### src/rtl/sound_sequencer.sv
// Prioritised game-event beep sequencer: plays a square-wave beep pattern per event
// request, with higher-priority preemption and a one-deep pending slot.
module sound_sequencer #(
  parameter int N_EVT     = 6,
  parameter int IDW       = 3,
  parameter int HPW       = 16,
  parameter int HP_BASE   = 28409,
  parameter int HP_STEP   = 2000,
  parameter int BEEPS     = 2,
  parameter int ON_TICKS  = 4,
  parameter int OFF_TICKS = 2
) (
  input  logic             clk,
  input  logic             rst,
  input  logic             slowen,
  input  logic [N_EVT-1:0] evt,
  input  logic             gain_sel,
  input  logic             mute,
  output logic             audio,
  output logic             gain,
  output logic             notshutdown,
  output logic             busy,
  output logic [IDW-1:0]   cur_evt,
  output logic             pend_valid
);

  localparam int MAXT = (ON_TICKS > OFF_TICKS) ? ON_TICKS : OFF_TICKS;
  localparam int TW   = $clog2(MAXT + 1);
  localparam int BW   = $clog2(BEEPS + 1);

  typedef enum logic [1:0] {IDLE, ON, OFF} state_t;

  state_t         state_q, state_d;
  logic [IDW-1:0] cur_q, cur_d;
  logic [IDW-1:0] pend_idx_q, pend_idx_d;
  logic           pend_valid_q, pend_valid_d;
  logic [HPW-1:0] hp_cnt_q, hp_cnt_d;
  logic [TW-1:0]  tick_cnt_q, tick_cnt_d;
  logic [BW-1:0]  beep_cnt_q, beep_cnt_d;
  logic           tone_q, tone_d;
  logic           gain_q, gain_d;
  logic           audio_q, notshutdown_q;

  logic [HPW-1:0] hp_last;
  logic [IDW-1:0] win;
  logic           req;
  logic           done;
  logic           do_load;
  logic [IDW-1:0] load_idx;

  // Highest set bit of evt wins.
  always_comb begin
    win = '0;
    for (int i = 0; i < N_EVT; i++) begin
      if (evt[i]) win = IDW'(i);
    end
  end

  assign req     = |evt;
  assign hp_last = HPW'(HP_BASE - HP_STEP * int'(cur_q) - 1);

  always_comb begin
    // NOTE: every always_comb output gets a default first so no path leaves it unassigned (no latch).
    state_d      = state_q;
    cur_d        = cur_q;
    pend_idx_d   = pend_idx_q;
    pend_valid_d = pend_valid_q;
    hp_cnt_d     = hp_cnt_q;
    tick_cnt_d   = tick_cnt_q;
    beep_cnt_d   = beep_cnt_q;
    tone_d       = tone_q;
    gain_d       = gain_q;
    done         = 1'b0;
    do_load      = 1'b0;
    load_idx     = win;

    unique case (state_q)
      IDLE: tone_d = 1'b0;
      ON: begin
        hp_cnt_d = hp_cnt_q + 1'b1;
        if (hp_cnt_q == hp_last) begin
          tone_d   = ~tone_q;
          hp_cnt_d = '0;
        end
        // Leaving ON forces silence even if a toggle was due this cycle.
        if (slowen) begin
          if (tick_cnt_q == TW'(ON_TICKS - 1)) begin
            tone_d     = 1'b0;
            tick_cnt_d = '0;
            hp_cnt_d   = '0;
            state_d    = OFF;
          end else begin
            tick_cnt_d = tick_cnt_q + 1'b1;
          end
        end
      end
      OFF: begin
        tone_d = 1'b0;
        if (slowen) begin
          if (tick_cnt_q == TW'(OFF_TICKS - 1)) begin
            tick_cnt_d = '0;
            if (beep_cnt_q == BW'(BEEPS - 1)) begin
              done = 1'b1;
            end else begin
              beep_cnt_d = beep_cnt_q + 1'b1;
              state_d    = ON;
            end
          end else begin
            tick_cnt_d = tick_cnt_q + 1'b1;
          end
        end
      end
      default: state_d = IDLE;
    endcase

    // A completing pattern arbitrates like IDLE: a new winner beats an equal-or-lower pending.
    if (state_q == IDLE || done) begin
      if (req && (!pend_valid_q || win > pend_idx_q)) begin
        do_load = 1'b1;
      end else if (pend_valid_q) begin
        do_load      = 1'b1;
        load_idx     = pend_idx_q;
        pend_valid_d = 1'b0;
        if (req && win < pend_idx_q) begin
          pend_idx_d   = win;
          pend_valid_d = 1'b1;
        end
      end else begin
        state_d = IDLE;
      end
    end else if (req) begin
      if (win > cur_q) begin
        do_load = 1'b1;
      end else if (win < cur_q && (!pend_valid_q || win > pend_idx_q)) begin
        pend_idx_d   = win;
        pend_valid_d = 1'b1;
      end
    end

    if (do_load) begin
      cur_d      = load_idx;
      hp_cnt_d   = '0;
      tick_cnt_d = '0;
      beep_cnt_d = '0;
      gain_d     = gain_sel;
      tone_d     = 1'b0;
      state_d    = ON;
    end
  end

  always_ff @(posedge clk) begin
    // NOTE: sequential state uses non-blocking assignments; reset is synchronous and active-low.
    if (!rst) begin
      state_q       <= IDLE;
      cur_q         <= '0;
      pend_idx_q    <= '0;
      pend_valid_q  <= 1'b0;
      hp_cnt_q      <= '0;
      tick_cnt_q    <= '0;
      beep_cnt_q    <= '0;
      tone_q        <= 1'b0;
      gain_q        <= 1'b0;
      audio_q       <= 1'b0;
      notshutdown_q <= 1'b0;
    end else begin
      state_q       <= state_d;
      cur_q         <= cur_d;
      pend_idx_q    <= pend_idx_d;
      pend_valid_q  <= pend_valid_d;
      hp_cnt_q      <= hp_cnt_d;
      tick_cnt_q    <= tick_cnt_d;
      beep_cnt_q    <= beep_cnt_d;
      tone_q        <= tone_d;
      gain_q        <= gain_d;
      // Mute gates only the amplifier-facing outputs; the tone keeps its phase.
      audio_q       <= tone_d & ~mute;
      notshutdown_q <= (state_d != IDLE) & ~mute;
    end
  end

  assign audio       = audio_q;
  assign gain        = gain_q;
  assign notshutdown = notshutdown_q;
  assign busy        = (state_q != IDLE);
  assign cur_evt     = cur_q;
  assign pend_valid  = pend_valid_q;

endmodule

### config.mk
export PLATFORM = sky130hd
export DESIGN_NAME = sound_sequencer
export DESIGN_NICKNAME = d
export VERILOG_FILES = /design/src/rtl/sound_sequencer.sv
export SDC_FILE = /design/constraint.sdc
export NUM_CORES = 1
export LEC_CHECK = 0
export CORE_UTILIZATION = 54
export DETAILED_ROUTE_END_ITERATION = 6
export HOLD_SLACK_MARGIN = 0.06
export MAX_ROUTING_LAYER = met4
export PLACE_DENSITY = 0.78
export SYNTH_ARGS = -nofsm -noshare
export SYNTH_HDL_FRONTEND = slang
export SYNTH_SLANG_ARGS = --single-unit
### constraint.sdc
create_clock -name clk -period 3.7 [get_ports clk]
set_input_delay 0.74 -clock clk [delete_from_list [all_inputs] [get_ports clk]]
set_output_delay 0.74 -clock clk [all_outputs]
set_load 0.02 [all_outputs]
**Congestion heat map**

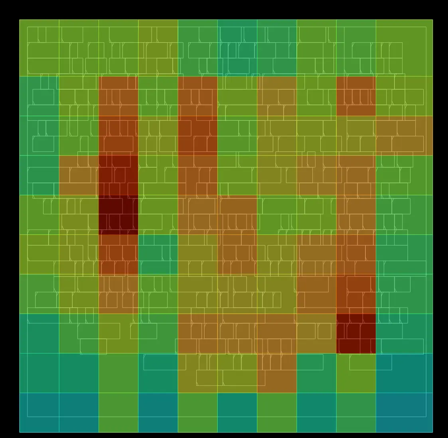
Final Util: 65.1%
Tot GR Track Use: 22.6%
met3 Use GR: 3.75%
M1 GR Usage: 29.2%
M2 GR Usage: 37.5%

**Wire density map**

The bar under the picture is 20 um long. The die is cut into 14 by 14 equal tiles; dark purple is low, yellow is high, scaled to the fullest tile. Values are wire area over tile area, all layers added.
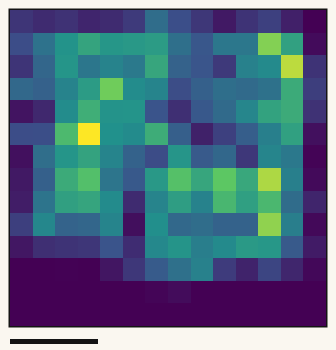
fullest tile: 0.57
mean over tiles: 0.17
tiles over half the peak: 22%
nearly empty tiles: 17%
emptiest ninth of the die: south-west

==> CHANGELOG.md <==
### Implementation results

- Status: complete, no violations
- Top cell excl fill/tap: dfxtp_1
- Combinational share of power: between 30% and 40%
- Cts bufs inserted: 5
- Reg-to-Reg End: hp_cnt_q[12]$_SDFFE_PP0P_
- Top-area cell share: ~26%
- Hold path depth: 2
- CLK BUF: 7
- Dpl hpwl: ~4.2 mm
- Comb group: slightly above 0.4 mW
- Seq/total area: between 20% and 30%
- Total Nets Final: slightly below 400
- Fin. Hold Viols: 0
- Tap Cells: approximately 67
- Critical-path cell list: fa_1 > fa_2 > inv_1 > fa_1 > nor2_2 > o2111ai_2 > xnor2_1 > and3_1 > o31ai_4 > buf_6 > nand2_4 > o41ai_2
- Row cnt: 25
- Req. time, crit path: about 3.9 ns
- Synth async-reset ratio: 0%
- Flop count: 34
- CP max FO: 7
- Vias in the first global route: around 2100
- Residual DRC: 0
- Clock latency on the worst-skew pair: 0.28 ns
- Top cell category: logic gates
- Number of enable flip-flop cells: 0
- Non-clk bufs: 32
- # Cells Yosys: 322
- Synthesized area: 2650 um^2
- Critical Path AT: about 3.7 ns
- Crit path max-delay cell type: fa_1
- CTS sink count: 34
- Grt total ovfl: 0
- Min-Delay Path Class: reg2reg
- Yosys warning tally: 0
- Sink of the worst hold path: gain$_SDFFE_PN0P_
- Synth Flop Type: dfxtp_1
- Fraction of area in multi-input gates: about three fifths
- Filler instances: 386
- Leakage power: between 1 and 1.5 nW
- Die area: between 5000 and 6000 um^2
- Most used cell, CP: fa_1
- Pwr/cell area: approximately 350 nW/um^2
- Slew at the pin with the worst max-slew slack: 1.03 ns
- Delay of the slowest critical-path stage: 0.52 ns
- Pwr top: combinational logic
- VDD IR-drop max: 0.000206 V
- Synth-to-layout area growth: 16.2%
- Sequential power share: ~36%
- FMAX: roughly 280 MHz
- Setup violations, final: 0
- GP Congestion: 0.899
**Cell classes on the final placement**

The bar under the picture is 20 um long.
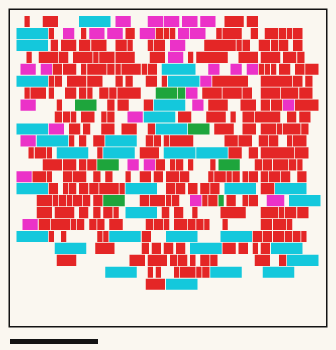
| color | class | cells | share of their area |
|---|---|---|---|
| red | remaining logic cells | 276 | 64% |
| green | clock drivers and dummy loads | 8 | 3.1% |
| cyan | registers | 34 | 23% |
| magenta | remaining buffers and delay cells | 32 | 9.7% |

**Nets reached from selected ports**

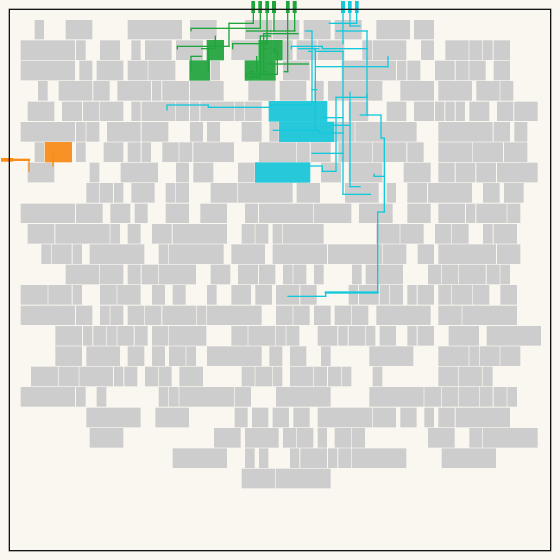
| color | port | direction | edge | end cells | buffers | wire |
|---|---|---|---|---|---|---|
| green | evt | input | north | 6 | 6 | 102 um |
| orange | gain_sel | input | west | 1 | 1 | 5.60 um |
| cyan | cur_evt | output | north | 3 | 6 | 216 um |

-- how the worst max path moves through the flow --
stage,start,end,cells past startpoint
detailed placement,cur_evt[0]$_SDFFE_PN0P_,hp_cnt_q[12]$_SDFFE_PP0P_,12
global placement,evt[4],hp_cnt_q[12]$_SDFFE_PP0P_,10
global route,cur_evt[0]$_SDFFE_PN0P_,hp_cnt_q[12]$_SDFFE_PP0P_,12
finish,cur_evt[0]$_SDFFE_PN0P_,hp_cnt_q[12]$_SDFFE_PP0P_,12
floorplan,cur_evt[1]$_SDFFE_PN0P_,audio$_SDFF_PN0_,10
CTS,cur_evt[0]$_SDFFE_PN0P_,hp_cnt_q[12]$_SDFFE_PP0P_,12
-- state kept, by name (all words and copies together) (netlist names) --
register and count:
audio 1, beep_cnt_q 2, cur_evt 3, gain 1
hp_cnt_q 16, notshutdown 1, pend_idx_q 3, pend_valid 1
state_q 2, tick_cnt_q 3, tone_q 1
-- per-layer routing --
metal	wire [um]	up-vias
li1	-	1226
met1	2760	1132
met2	2730	41
met3	190	7
met4	40	0
met5	0	-
-- stage by stage --
step | worst slack, ns | instances | utilization (%) | setup TNS (ns) | cell area [um^2]
after floorplan | 0.113 | 322 | - | 0 | 2650
after global placement | 0.0501 | 409 | 62.4 | 0 | 2950
final | 0.179 | 417 | 65.1 | 0 | 3070
after CTS | 0.117 | 417 | 64.5 | 0 | 3050
after detailed placement | -0.000853 | 409 | 62.4 | -0.000853 | 2950
after global routing | 0.00132 | 417 | 65.1 | 0 | 3070
-- repair_timing --
item / 4_1_cts / 5_1_grt
gates cloned: 0 / 0
pin swaps: 0 / 1
hold buffers: 0 / 0
setup endpoints to repair: 2 / 11
gates resized: 1 / 7
setup buffers: 0 / 0
Power figures rest on the tool's default switching activity, not on a simulated workload.
